**Run 1: sequential cells colored by netlist name**

(2 px per um) Other sequential cells in the stronger gray, the rest of the logic in the fainter gray.
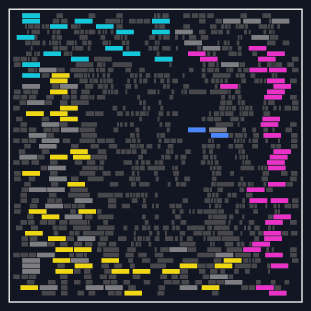
**Run 1: clock wiring as the flow saved it**

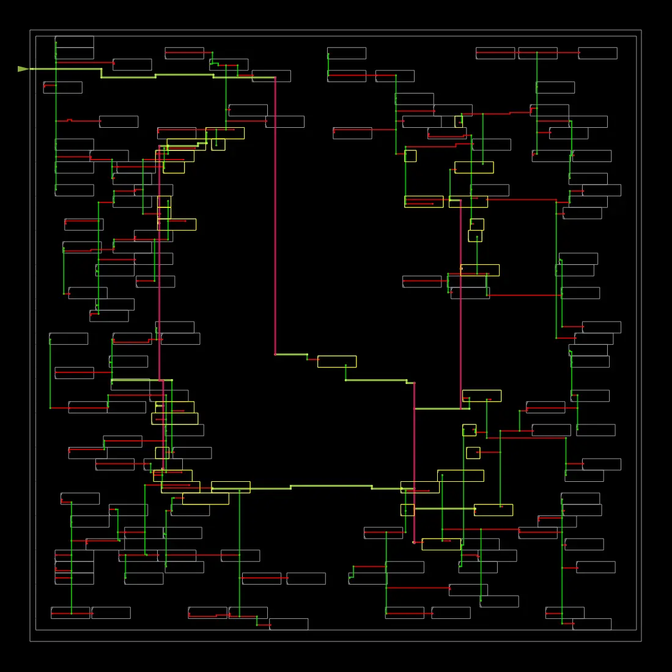
**Run 1: M2 wires**

(2 px per um)
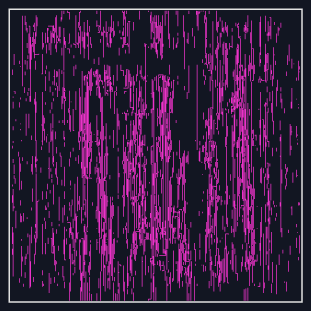
<file path="config.mk">
export PLATFORM = sky130hd
export DESIGN_NAME = rap_vla_ctrl_flat
export DESIGN_NICKNAME = d
export VERILOG_FILES = /design/src/rtl/rap_vla_ctrl_pkg.sv /design/src/rtl/rap_vla_ctrl_if.sv /design/src/rtl/rap_vla_ctrl_win_add.sv /design/src/rtl/rap_vla_ctrl.sv /design/src/flat_wrapper.sv
export SDC_FILE = /design/constraint.sdc
export NUM_CORES = 1
export LEC_CHECK = 0
export ABC_CLOCK_PERIOD_IN_PS = 3800
export CAP_MARGIN = 20
export CELL_PAD_IN_SITES_DETAIL_PLACEMENT = 0
export CELL_PAD_IN_SITES_GLOBAL_PLACEMENT = 1
export CORE_UTILIZATION = 39
export DETAILED_ROUTE_END_ITERATION = 16
export PLACE_DENSITY_LB_ADDON = 0.1
export SLEW_MARGIN = 15
export SYNTH_ARGS = -nofsm -noshare
export SYNTH_HDL_FRONTEND = slang
export SYNTH_HIERARCHICAL = 1
export SYNTH_SLANG_ARGS = --single-unit
</file>
<file path="constraint.sdc">
create_clock -name clk -period 3.8 [get_ports clk]
set_clock_uncertainty 0.05 [all_clocks]
set_input_delay 0.38 -clock clk [delete_from_list [all_inputs] [get_ports clk]]
set_output_delay 0.38 -clock clk [all_outputs]
set_load 0.05 [all_outputs]
</file>
<file path="src/rtl/rap_vla_ctrl_pkg.sv">
// Shared definitions for the variable-latency approximate adder controller.
package rap_pkg;

    // Operation modes as sampled from in_mode. Code 3 is reserved and
    // behaves like MODE_EXACT.
    localparam logic [1:0] MODE_SPEC   = 2'd0;
    localparam logic [1:0] MODE_APPROX = 2'd1;
    localparam logic [1:0] MODE_EXACT  = 2'd2;

    typedef enum logic [1:0] {
        S_IDLE,
        S_EVAL,
        S_FIX,
        S_HOLD
    } state_t;

    // Number of WIN-bit segments walked by the exact ripple path.
    function automatic int nseg(input int width, input int win);
        return width / win;
    endfunction

endpackage

</file>
<file path="src/rtl/rap_vla_ctrl_if.sv">
// Operand and result handshake bundle. The producer/consumer side is the
// master; the controller is the slave.
interface rap_vla_ctrl_if #(
    parameter int WIDTH = 32
);
    logic             in_valid;
    logic             in_ready;
    logic [WIDTH-1:0] in_a;
    logic [WIDTH-1:0] in_b;
    logic [1:0]       in_mode;
    logic             out_valid;
    logic             out_ready;
    logic [WIDTH:0]   out_sum;
    logic             out_err;
    logic             out_corr;

    modport master (
        output in_valid, in_a, in_b, in_mode, out_ready,
        input  in_ready, out_valid, out_sum, out_err, out_corr
    );

    modport slave (
        input  in_valid, in_a, in_b, in_mode, out_ready,
        output in_ready, out_valid, out_sum, out_err, out_corr
    );
endinterface

</file>
<file path="src/rtl/rap_vla_ctrl_win_add.sv">
// Windowed approximate adder: every carry only looks back WIN bits, with an
// assumed zero carry into the bottom of its window. det flags any WIN-long
// run of propagate bits, the only way a real carry can cross a window.
module rap_win_add
    import rap_pkg::*;
#(
    parameter int WIDTH = 32,
    parameter int WIN   = 8
) (
    input  logic [WIDTH-1:0] a_i,
    input  logic [WIDTH-1:0] b_i,
    output logic [WIDTH:0]   sum_o,
    output logic             det_o
);
    logic [WIDTH-1:0]   p;
    logic [WIDTH-1:0]   g;
    logic [WIDTH-1:0]   c;
    logic [WIDTH-WIN:0] run;

    assign p = a_i ^ b_i;
    assign g = a_i & b_i;

    for (genvar i = 0; i < WIDTH; i++) begin : g_carry
        localparam int LO = (i - WIN + 1 < 0) ? 0 : i - WIN + 1;
        logic c_w;
        // Ripple the carry across this bit's window only.
        always_comb begin
            c_w = 1'b0;
            for (int j = LO; j <= i; j++) begin
                c_w = g[j] | (p[j] & c_w);
            end
        end
        assign c[i] = c_w;
    end

    for (genvar i = 0; i <= WIDTH - WIN; i++) begin : g_run
        assign run[i] = &p[i +: WIN];
    end

    assign det_o = |run;
    assign sum_o = {c[WIDTH-1], p[WIDTH-1:1] ^ c[WIDTH-2:0], p[0]};
endmodule

</file>
<file path="src/rtl/rap_vla_ctrl.sv">
// Variable-latency controller: returns the windowed approximate sum after a
// single evaluation cycle, or ripples the exact sum segment by segment when
// the mode demands it or a carry-window violation may have occurred.
module rap_vla_ctrl
    import rap_pkg::*;
#(
    parameter int WIDTH = 32,
    parameter int WIN   = 8,
    parameter int CNT_W = 16
) (
    input  logic             clk,
    input  logic             rst_n,
    rap_vla_ctrl_if.slave    bus,
    input  logic             err_clr,
    output logic [CNT_W-1:0] err_cnt
);
    localparam int NSEG  = nseg(WIDTH, WIN);
    localparam int SEG_W = (NSEG > 1) ? $clog2(NSEG) : 1;
    localparam logic [SEG_W-1:0] LAST_SEG = SEG_W'(NSEG - 1);

    state_t           state_q;
    logic [WIDTH-1:0] a_q, b_q;
    logic [1:0]       mode_q;
    logic [SEG_W-1:0] seg_q;
    logic             cin_q;
    logic [WIDTH:0]   sum_q;
    logic             err_q, corr_q, valid_q, rdy_q;
    logic [CNT_W-1:0] cnt_q, cnt_d;

    logic [WIDTH:0]   apx_sum;
    logic             det;
    logic             fast;
    logic [WIN:0]     seg_sum;

    rap_win_add #(.WIDTH(WIDTH), .WIN(WIN)) u_win_add (
        .a_i   (a_q),
        .b_i   (b_q),
        .sum_o (apx_sum),
        .det_o (det)
    );

    // The approximate result is final for APPROX, or for SPEC with no hazard.
    assign fast = (mode_q == MODE_APPROX) || ((mode_q == MODE_SPEC) && !det);

    // One exact WIN-bit slice of the serial correction.
    assign seg_sum = {1'b0, a_q[seg_q*WIN +: WIN]} + {1'b0, b_q[seg_q*WIN +: WIN]}
                   + {{WIN{1'b0}}, cin_q};

    // Operation FSM; all handshake outputs come straight from registers.
    always_ff @(posedge clk or negedge rst_n) begin
        if (!rst_n) begin
            state_q <= S_IDLE;
            a_q     <= '0;
            b_q     <= '0;
            mode_q  <= MODE_SPEC;
            seg_q   <= '0;
            cin_q   <= 1'b0;
            sum_q   <= '0;
            err_q   <= 1'b0;
            corr_q  <= 1'b0;
            valid_q <= 1'b0;
            rdy_q   <= 1'b0;
        end else begin
            case (state_q)
                S_IDLE: begin
                    if (bus.in_valid && rdy_q) begin
                        a_q     <= bus.in_a;
                        b_q     <= bus.in_b;
                        mode_q  <= bus.in_mode;
                        rdy_q   <= 1'b0;
                        state_q <= S_EVAL;
                    end else begin
                        rdy_q   <= 1'b1;
                    end
                end
                S_EVAL: begin
                    err_q <= det;
                    if (fast) begin
                        sum_q   <= apx_sum;
                        corr_q  <= 1'b0;
                        valid_q <= 1'b1;
                        state_q <= S_HOLD;
                    end else begin
                        seg_q   <= '0;
                        cin_q   <= 1'b0;
                        state_q <= S_FIX;
                    end
                end
                S_FIX: begin
                    sum_q[seg_q*WIN +: WIN] <= seg_sum[WIN-1:0];
                    cin_q <= seg_sum[WIN];
                    seg_q <= seg_q + 1'b1;
                    if (seg_q == LAST_SEG) begin
                        sum_q[WIDTH] <= seg_sum[WIN];
                        corr_q       <= 1'b1;
                        valid_q      <= 1'b1;
                        state_q      <= S_HOLD;
                    end
                end
                S_HOLD: begin
                    if (bus.out_ready) begin
                        valid_q <= 1'b0;
                        rdy_q   <= 1'b1;
                        state_q <= S_IDLE;
                    end
                end
                default: state_q <= S_IDLE;
            endcase
        end
    end

    // Saturating violation count; a clear beats a same-cycle increment.
    always_comb begin
        cnt_d = cnt_q;
        if (err_clr) begin
            cnt_d = '0;
        end else if ((state_q == S_EVAL) && det && (cnt_q != {CNT_W{1'b1}})) begin
            cnt_d = cnt_q + 1'b1;
        end
    end

    // Counter register.
    always_ff @(posedge clk or negedge rst_n) begin
        if (!rst_n) cnt_q <= '0;
        else        cnt_q <= cnt_d;
    end

    assign bus.in_ready  = rdy_q;
    assign bus.out_valid = valid_q;
    assign bus.out_sum   = sum_q;
    assign bus.out_err   = err_q;
    assign bus.out_corr  = corr_q;
    assign err_cnt       = cnt_q;
endmodule

</file>
<file path="src/flat_wrapper.sv">
// flat-port wrapper written by rule: the top's interface ports become plain ports
module rap_vla_ctrl_flat import rap_pkg::*;
#(
    parameter int WIDTH = 32,
    parameter int WIN   = 8,
    parameter int CNT_W = 16
)
  (clk, rst_n, err_clr, err_cnt, bus_in_valid, bus_in_a, bus_in_b, bus_in_mode, bus_out_ready, bus_in_ready, bus_out_valid, bus_out_sum, bus_out_err, bus_out_corr);
  rap_vla_ctrl_if #(.WIDTH(WIDTH)) bus_i ();
  input  logic clk;
  input  logic rst_n;
  input  logic err_clr;
  output logic [CNT_W-1:0] err_cnt;
  input wire logic [$bits(bus_i.in_valid)-1:0] bus_in_valid;
  input wire logic [$bits(bus_i.in_a)-1:0] bus_in_a;
  input wire logic [$bits(bus_i.in_b)-1:0] bus_in_b;
  input wire logic [$bits(bus_i.in_mode)-1:0] bus_in_mode;
  input wire logic [$bits(bus_i.out_ready)-1:0] bus_out_ready;
  output wire logic [$bits(bus_i.in_ready)-1:0] bus_in_ready;
  output wire logic [$bits(bus_i.out_valid)-1:0] bus_out_valid;
  output wire logic [$bits(bus_i.out_sum)-1:0] bus_out_sum;
  output wire logic [$bits(bus_i.out_err)-1:0] bus_out_err;
  output wire logic [$bits(bus_i.out_corr)-1:0] bus_out_corr;
  assign bus_i.in_valid = bus_in_valid;
  assign bus_i.in_a = bus_in_a;
  assign bus_i.in_b = bus_in_b;
  assign bus_i.in_mode = bus_in_mode;
  assign bus_i.out_ready = bus_out_ready;
  assign bus_in_ready = bus_i.in_ready;
  assign bus_out_valid = bus_i.out_valid;
  assign bus_out_sum = bus_i.out_sum;
  assign bus_out_err = bus_i.out_err;
  assign bus_out_corr = bus_i.out_corr;
  rap_vla_ctrl #(.WIDTH(WIDTH), .WIN(WIN), .CNT_W(CNT_W)) u_core (.clk(clk), .rst_n(rst_n), .bus(bus_i), .err_clr(err_clr), .err_cnt(err_cnt));
endmodule
</file>
==> flow_metrics.py, run 1 <==
# Physical implementation metrics
metrics = {
    "timing": {
        "holdWs_ns": 0.0139,
        "tightestPinTransition_ns": 0.905,
        "rsz0062_at_grt": "false",
    },
    "logic_synthesis": {
        "yosysWarnings": 6,
        "yosys-stat-area_sq_um": 8050,
        "async_flop_share_pct": 100,
        "yosys.area_share.simple_pct": 13.4,
        "mux_share_pct": 15.0,
        "ys_seq_share_pct": 38.6,
        "ys_cells": 777,
        "adder_share_pct": 9.70,
        "edf_count": 0,
        "yosysTopAreaCellShare_pct": 38.6,
    },
    "setup_path": {
        "crit_chain": "ha_1, fa_2, fa_2, fa_2, fa_2, fa_2, fa_1, inv_1, fa_1, inv_1, nor2b_1, mux2i_1, o21ai_1",
        "critPathMostFrequentCell": "fa_2",
        "crit_end": "u_core/bus.out_sum[7]",
        "cpMaxStageDelayCell": "fa_1",
        "worstPathBufferInverterCount": 2,
        "worstPathRequired_ns": 4.09,
        "rr_endpoint": "u_core/bus.out_sum[7]",
        "regToRegSetupSlack_ns": 0.13,
    },
    "drt": {
        "top_layer_used": "met4",
        "antenna_left": 0,
        "wl_met1_um": 12400,
        "wl_met3_um": 1220,
        "wl_per_cell_um": 21.0,
        "wl_met2_um": 10500,
        "drc": 0,
        "viasPerCell": 5.57,
    },
    "clock_network": {
        "ctsResizeCount": 3,
        "root_buffer": "clkbuf_16",
        "htreeDepth": 4,
    },
    "finish": {
        "layout.nets": 1043,
        "logic_area_sq_um": 4600,
        "largest_class": "multi-input combinational cells",
        "lay_top_cells": "124 x dfrtp_1, 122 x clkdlybuf4s50_1, 61 x a21oi_1, 50 x nor2_1, 48 x ha_1",
        "n_clock_buffer": 18,
        "mostFrequentLayoutCell": "dfrtp_1",
        "largest_reg_flops": 33,
        "multi_input_comb_cells": 571,
    },
    "placement": {
        "gp_congestion": 0.926,
        "dp_hpwl_um": 20000,
        "post_dp_cell_area_sq_um": 9730,
    },
    "grt": {
        "grt_use_total_pct": 24.7,
        "grt_pass1_wl_um": 39500,
    },
    "die": {
        "coreArea_sq_um": 20200,
    },
    "flow_run": {
        "openroad.warnings": 32,
        "maxCapViolations": 0,
    },
    "status": {
        "status": "complete, no violations",
    },
}
## Picture notes: 'sequential cells colored by netlist name'
Key: blue = u_core/seg_q [sequential cells 2]; yellow = u_core/a_q [sequential cells 32]; magenta = u_core/bus.out_sum [sequential cells 33, where a vertical strip on the right]; cyan = u_core/err_cnt [sequential cells 16]
Another 41 sequential cells are not colored.
Util after Layout: 51.2%
register area: 3100 sq um
Seq/total area: 29.9%

## Picture notes: 'clock wiring as the flow saved it'
flop count: 124
Num CTS Buffers: 17

## Picture notes: 'M2 wires'
The wires run mostly vertical. The layer carries 10500 um of wire.
met2 GRT Util: 35.6%
via count of the routed design: 6678
final wirelength: 25200 um

## Run 2: what changed since run 1
Settings changed: MAX_ROUTING_LAYER from default to met4.
**Run 2: sequential cells colored by netlist name**

(2 px per um) Other sequential cells in the stronger gray, the rest of the logic in the fainter gray.
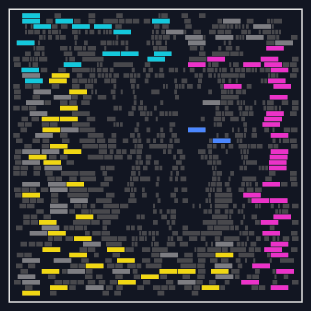
Key: yellow = u_core/a_q [sequential cells 32]; blue = u_core/seg_q [sequential cells 2]; cyan = u_core/err_cnt [sequential cells 16]; magenta = u_core/bus.out_sum [sequential cells 33, where a vertical strip on the right]
Another 41 sequential cells are not colored.
Util after Layout: 51.4%
Seq/total area: 29.8%

**Run 2: clock wiring as the flow saved it**

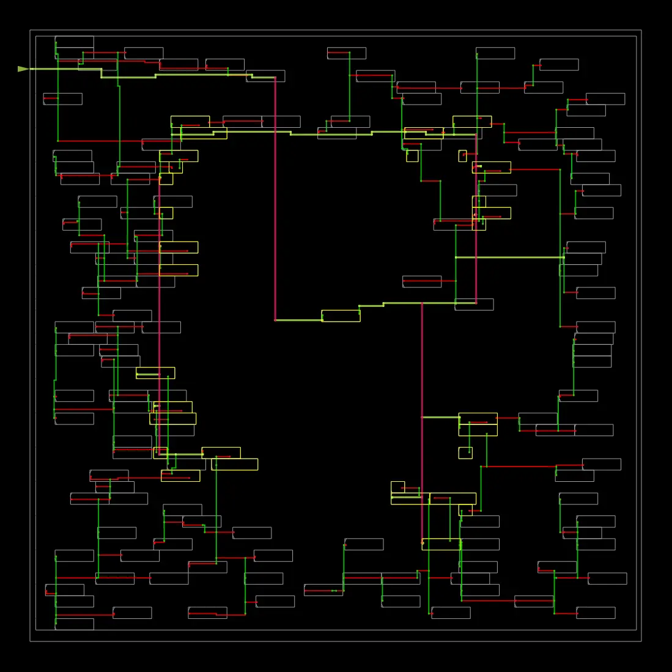
Late-Pin Clk Latency: 0.42 ns

**Run 2: M2 wires**

(2 px per um)
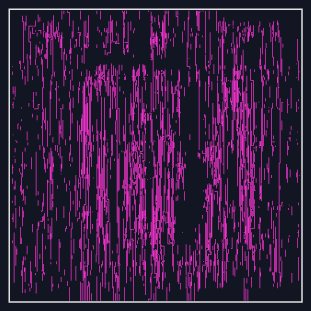
final wirelength: 25000 um
via count of the routed design: 6690
met2 GRT Util: 34.8%

==> run 2 against run 1 <==
Compared with the run above:
- synthesized area is the same
- first-iteration DRC count rose by 26%
- cell count grew 0.17%
- critical endpoint unchanged
- highest routed layer unchanged
==> flow_metrics.py, run 2 <==
# Physical implementation metrics
metrics = {
    "status": {
        "status": "complete, no violations",
    },
    "logic_synthesis": {
        "yosys-stat-area_sq_um": 8050,
        "mux_share_pct": 15.0,
        "async_flop_share_pct": 100,
        "yosysTopAreaCellShare_pct": 38.6,
    },
    "finish": {
        "seqCellArea_sq_um": 3100,
        "logic_area_sq_um": 4620,
        "largest_class": "multi-input combinational cells",
        "mostFrequentLayoutCell": "dfrtp_1",
        "multi_input_comb_cells": 571,
        "lay_top_cells": "124 x dfrtp_1, 122 x clkdlybuf4s50_1, 61 x a21oi_1, 50 x nor2_1, 48 x ha_1",
    },
    "clock_network": {
        "cts_buffers": 17,
        "ctsResizeCount": 3,
        "htreeDepth": 4,
    },
    "setup_path": {
        "cpMaxStageDelayCell": "fa_1",
        "worstPathBufferInverterCount": 2,
        "critPathMostFrequentCell": "fa_2",
        "crit_chain": "ha_1, fa_2, fa_2, fa_2, fa_2, fa_2, fa_2, inv_1, fa_1, inv_1, nor2b_2, mux2i_1, o21ai_1",
        "worstPathRequired_ns": 4.08,
    },
    "placement": {
        "dp_hpwl_um": 19700,
        "post_dp_cell_area_sq_um": 9730,
        "gp_congestion": 0.942,
    },
    "timing": {
        "holdWs_ns": 0.0156,
        "tightestPinTransition_ns": 0.917,
        "rsz0062_at_grt": "false",
    },
    "drt": {
        "wl_met3_um": 1100,
        "viasPerCell": 5.58,
        "drc": 0,
    },
    "grt": {
        "grt_pass1_wl_um": 39500,
    },
    "flow_run": {
        "openroad.warnings": 34,
    },
}
